$ cat config.mk
export PLATFORM = sky130hd
export DESIGN_NAME = alu
export DESIGN_NICKNAME = d
export VERILOG_FILES = /design/src/rtl/alu.sv
export SDC_FILE = /design/constraint.sdc
export NUM_CORES = 1
export LEC_CHECK = 0
export CAP_MARGIN = 5
export CORE_ASPECT_RATIO = 1.25
export CORE_MARGIN = 8
export CORE_UTILIZATION = 42
export DETAILED_ROUTE_END_ITERATION = 8
export PLACE_DENSITY = 0.7
export SLEW_MARGIN = 20
export SYNTH_ARGS = -nofsm -noshare
export SYNTH_HDL_FRONTEND = slang
export SYNTH_SLANG_ARGS = --single-unit
$ cat constraint.sdc
create_clock -name clk -period 11.24 [get_ports clk]
set_clock_uncertainty 0.15 [all_clocks]
set_input_delay 2.248 -clock clk [delete_from_list [all_inputs] [get_ports clk]]
set_output_delay 2.248 -clock clk [all_outputs]
set_load 0.05 [all_outputs]
$ cat src/rtl/alu.sv
// -----------------------------------------------------------------------------
// alu - 8-bit, 8-operation arithmetic/logic unit for the ProtoCore datapath.
//
// The result and flags are purely combinational functions of a, b and opcode.
// A 2-bit status register samples {carry, zero} on every rising clock edge so
// that later branch logic can consume the flags one cycle after they were
// produced.
//
// Ports:
//   clk     in   1  system clock, rising-edge active
//   rst     in   1  synchronous active-high reset; clears flags_q only
//   a       in   8  operand A
//   b       in   8  operand B (unused by NOT, SHL, SHR)
//   opcode  in   3  000 ADD, 001 SUB, 010 AND, 011 OR,
//                   100 XOR, 101 NOT, 110 SHL, 111 SHR
//   out     out  8  result (combinational)
//   carry   out  1  carry / borrow / shifted-out bit (combinational)
//   zero    out  1  out == 0 (combinational)
//   flags_q out  2  registered {carry, zero}
// -----------------------------------------------------------------------------
module alu (
    input  logic       clk,
    input  logic       rst,
    input  logic [7:0] a,
    input  logic [7:0] b,
    input  logic [2:0] opcode,
    output logic [7:0] out,
    output logic       carry,
    output logic       zero,
    output logic [1:0] flags_q
);

    // 9-bit working result: bit 8 is the carry column for every opcode.
    logic [8:0] res;

    always_comb begin
        res = 9'd0;
        case (opcode)
            3'b000:  res = {1'b0, a} + {1'b0, b};
            // Zero-extended 9-bit subtraction wraps to bit 8 = 1 exactly when
            // a < b, which is the borrow.
            3'b001:  res = {1'b0, a} - {1'b0, b};
            3'b010:  res = {1'b0, a & b};
            3'b011:  res = {1'b0, a | b};
            3'b100:  res = {1'b0, a ^ b};
            3'b101:  res = {1'b0, ~a};
            3'b110:  res = {a, 1'b0};
            // Logical right shift: a[0] falls into the carry column, MSB fills 0.
            default: res = {a[0], 1'b0, a[7:1]};
        endcase
    end

    assign out   = res[7:0];
    assign carry = res[8];
    assign zero  = (res[7:0] == 8'h00);

    always_ff @(posedge clk) begin
        if (rst) flags_q <= 2'b00;
        else     flags_q <= {carry, zero};
    end

endmodule

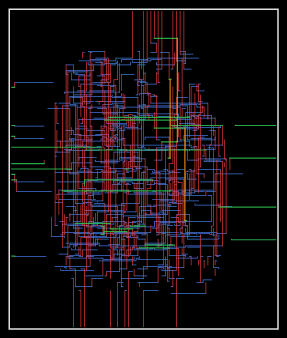
Fig. 1. Metal layers overlaid (run 1).
Drawn at 4 px/um.
Orange stands for met4, wire length 68.7 um. Green stands for met3, wire length 284 um. Red stands for met2, wire length 2280 um. Blue stands for met1, wire length 1720 um.
Routed WL: 4350 um
WL/cell: 17.8 um
total track usage: 16.8%

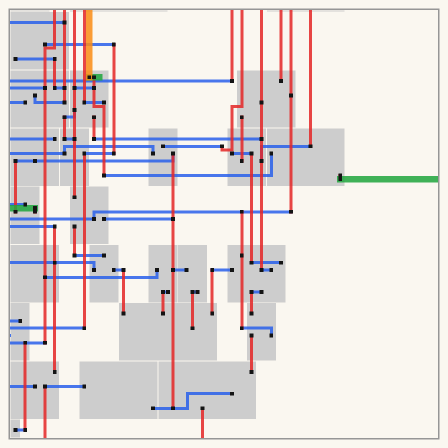
Fig. 2. Close-up of the layout (run 1).
Region (40, 10) to (60, 30) um. Cells in grey, sequential cells in the stronger grey; small squares are vias.
Blue stands for met1. Green stands for met3. Orange stands for met4. Red stands for met2.
Most frequent: ha_1 (5), nor2_1 (4), inv_1 (3). 22 logic cells have their middle in the window. Sequential cells in the window: 0.

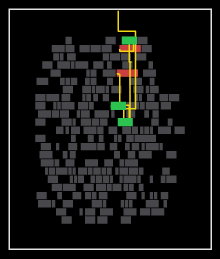
Fig. 3. Clock wires, drivers and flops (run 1).
Drawn at 3 px/um.
Red stands for flip-flops, count 2. Yellow stands for clock wires, length 111 um. Green stands for cells driving clock nets, count 3.
There are 4 routed clock nets.
P_clk: 0.0287 mW
Clk pwr share: 20.8%

==> Changelog: implementation, run 1 <==
### Metrics

- Antenna violations before repair: 0
- Die Width: 66.8 um
- Crit path max-delay family: simple AND/OR/NAND/NOR gates
- Top FF cell, synth: dfxtp_1
- Routed Antenna Nets: 0
- Setup crit start: opcode[2]
- Port Buf Inserts: 32
- Total number of vias: 1489
- Cell Area, Placed: 1650 um^2
- Pwr/cell area: 81.5 nW/um^2
- Cell taking the most area after synthesis: ha_1
- Number of antenna diodes: 0
- Slowest stage delay, CP: 0.84 ns
- Post-CTS setup buffer count: 0
- Mapped Cells: between 150 and 200
- Startpoint Class: input pin
- Inserted Clock Buffers: 3
- Die Size: 5310 um^2
- RSZ-0062 raised after global routing: false
- Finished Cell Area: 1690 um^2
- CTS tree: done
- Vias in the first global route: 1498
- Drc violations: 0
- Netlist cell types: ~53
- Grt total ovfl: 0
- Avg Inst Size Synth: ~7.5 um^2
- Critical Path, Cell by Cell: clkdlybuf4s50_1, nor2_1, nand2_1, nor2_1, a21oi_1, fa_1, a21o_2, a221oi_2, xnor2_1, a221o_1, or4b_4, nor3_1, clkdlybuf4s50_1
- Hold Path End: flags_q[0]$_SDFF_PP0_
- Fraction of registers with async set/reset: 0%
- Layout filler cell count: 334
- Yosys Chip Area: ~1400 um^2
- Top cell type's share of synthesized area: 23.1%
- Ys flops: 2
- Setup crit end kind: primary output
- Vias per cell: 6.08
- DIE HEIGHT: just under 80 um
- Max clock buf depth: 2
- Min-delay src: rst
- Slew Viols, Final: 0
- Final Util: between 50% and 60%
- Yosys Instances: 181
- CTS Root Buffer Type: clkbuf_8
- Tool Warnings: 35
- Slowest cell on the critical path: clkdlybuf4s50_1
- # placed instances: 242
- Status: finished, final reports clean
- Final net count: 257
- Crit path DAT: between 7 and 8 ns
- Hold_ws: 2.48 ns
- Layout cell share with drive strength beyond 1: slightly below 7%
-- run 1: area by class of cell --
class	count	area, um^2	area share, %
Inverter	20	75.1	4.43
Clock buffer	3	41.3	2.44
Multi-Input combinational cell	151	1170	69.1
Timing Repair Buffer	32	320	18.9
Tap cell	37	46.3	2.73
Sequential cell	2	40.0	2.36
-- run 1: cell families after synthesis --
family / Yosys count / share of synthesized area (%)
mux: 7 / 5.35
xor+xnor: 9 / 5.81
simple gates: 54 / 22.1
compound gates: 55 / 28.5
fa+ha+maj: 26 / 24.5
buf+inv: 28 / 10.7
flops: 2 / 2.95
-- run 1: layer usage --
layer	GRT usage [%]	vias up	routed length (um)
met4	7.49	0	68
li1	-	722	-
met3	3.37	6	283
met2	30.3	50	2280
met1	17.8	711	1720
met5	0	-	0
-- run 1: how the worst max path moves through the flow --
stage	depth (start not counted)	end	slack, ns
floorplan	12	zero	2.67
global placement	13	zero	1.88
detailed placement	13	zero	1.76
CTS	13	zero	1.75
global route	13	zero	1.47
finish	13	zero	1.66
-- run 1: where the power goes --
group	switching [mW]	total (mW)	leakage (nW)	internal, mW
Combinational	0.0611	0.102	0.714	0.0408
Sequential	0.0000661	0.00752	0.0163	0.00745
Clock	0.00600	0.0287	0.0216	0.0227
-- run 1: cell usage in the layout (no fill, tap or decap), types with 5 or more instances in the layout --
cell,Yosys,final
mux2i_1,5,5
ha_1,25,25
a21oi_1,12,12
nor2_1,12,12
inv_1,19,19
o21ai_0,11,11
nand3_1,5,5
xnor2_1,8,8
nor2b_1,7,7
nand2_1,10,10
clkdlybuf4s50_1,0,32
-- run 1: metrics by stage --
stage               setup slack, ns  power (mW)
floorplan                      2.67      0.0776
global placement               1.88       0.107
detailed placement             1.76       0.108
CTS                            1.75       0.138
global route                   1.47       0.147
finish                         1.66       0.138
==> inputs of run 2 (changes only) <==
CELL_PAD_IN_SITES_DETAIL_PLACEMENT = 0   (was unset)
CELL_PAD_IN_SITES_GLOBAL_PLACEMENT = 1   (was unset)
CORE_UTILIZATION = 35   (was 42)
PLACE_DENSITY = 0.79   (was 0.7)
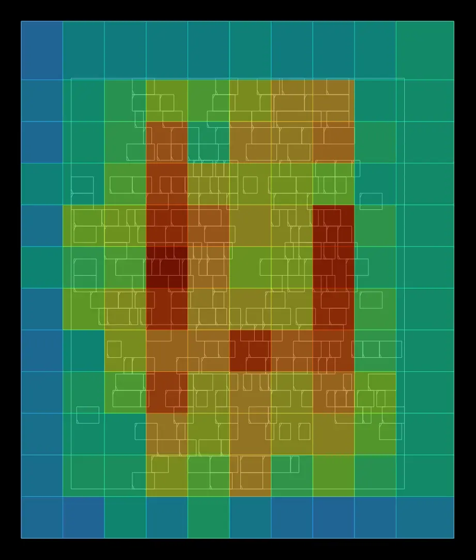
Fig. 4. Routing congestion (run 2).
WL/cell: 16.8 um
Final Util: 45.6%
grt met1 use: 16.4%
grt met3 use: 1.75%

==> Changelog: implementation, run 2 <==
### Metrics

- Status: finished, final reports clean
- Layout cell share with drive strength beyond 1: 7.62%
- Inserted Clock Buffers: 3
- Die Width: a little over 70 um
- Commonest non-fill, non-tap cells in the layout: clkdlybuf4s50_1 (32), ha_1 (25), inv_1 (19), nor2_1 (12), a21oi_1 (12)
- Top cell type's share of synthesized area: 23.1%
- Crit path DAT: approximately 7.1 ns
- Slowest cell on the critical path: clkdlybuf4s50_1
- Pwr/cell area: 79.4 nW/um^2
- Crit path max-delay family: simple AND/OR/NAND/NOR gates
- Tool Warnings: 35
- CTS Root Buffer Type: clkbuf_8
- Cell taking the most area after synthesis: ha_1
- Netlist cell types: ~53
- Startpoint Class: input pin
- Number of antenna diodes: 0
- Vias in the first global route: approximately 1400
- Hold_ws: around 2.5 ns
- Mapped Cells: 181
- Yosys Chip Area: 1360 um^2
- Finished Cell Area: 1710 um^2
- Highest-count logic cell in the final layout: clkdlybuf4s50_1
-- run 2: final timing paths --
check / start / endpoint / slack [ns]
worst max-delay path: opcode[1] / zero / 1.77
worst min-delay path: rst / flags_q[1]$_SDFF_PP0_ / 2.49
-- run 2: metal layers --
layer  up-vias  part of all wire [%]
met3         6                   4.9
met1       665                    43
met5         -                     0
met4         0                   1.5
met2        46                    51
li1        728                     -
-- run 2: cell families (layout without fill, tap and decap cells) --
group	Yosys count	after routing	synth area share [%]
muxes	7	7	5.35
DFF	2	2	2.95
xor gates and xnor gates	9	9	5.81
adders and majority gates	26	26	24.5
and+or+nand+nor	54	54	22.1
AOI/OAI and AO/OA	55	55	28.5
buffers and inverters	28	57	10.7
-- run 2: report_power, final --
group	leakage, nW	switching (mW)	total (mW)	internal [mW]
Combinational	0.723	0.0598	0.101	0.0410
Clock	0.0216	0.00498	0.0276	0.0226
Sequential	0.0163	0.0000620	0.00752	0.00745
-- run 2: final cells by class --
| type | instances | area (um^2) |
|---|---|---|
| Fill cell | 393 | 2040 |
| Multi-Input combinational cell | 151 | 1170 |
| Timing Repair Buffer | 34 | 335 |
| Inverter | 20 | 75.1 |
| Tap cell | 40 | 50.0 |
| Clock buffer | 3 | 41.3 |
| Sequential cell | 2 | 40.0 |
-- run 2: through the flow --
step           utilization [%]  std cells
6_report                  45.6        250
5_1_grt                   45.6        250
4_1_cts                   45.6        250
3_5_place_dp              44.5        247
3_3_place_gp              44.5        247
2_1_floorplan                -        181
No activity file was given, so power comes from the tool's default toggle rates.
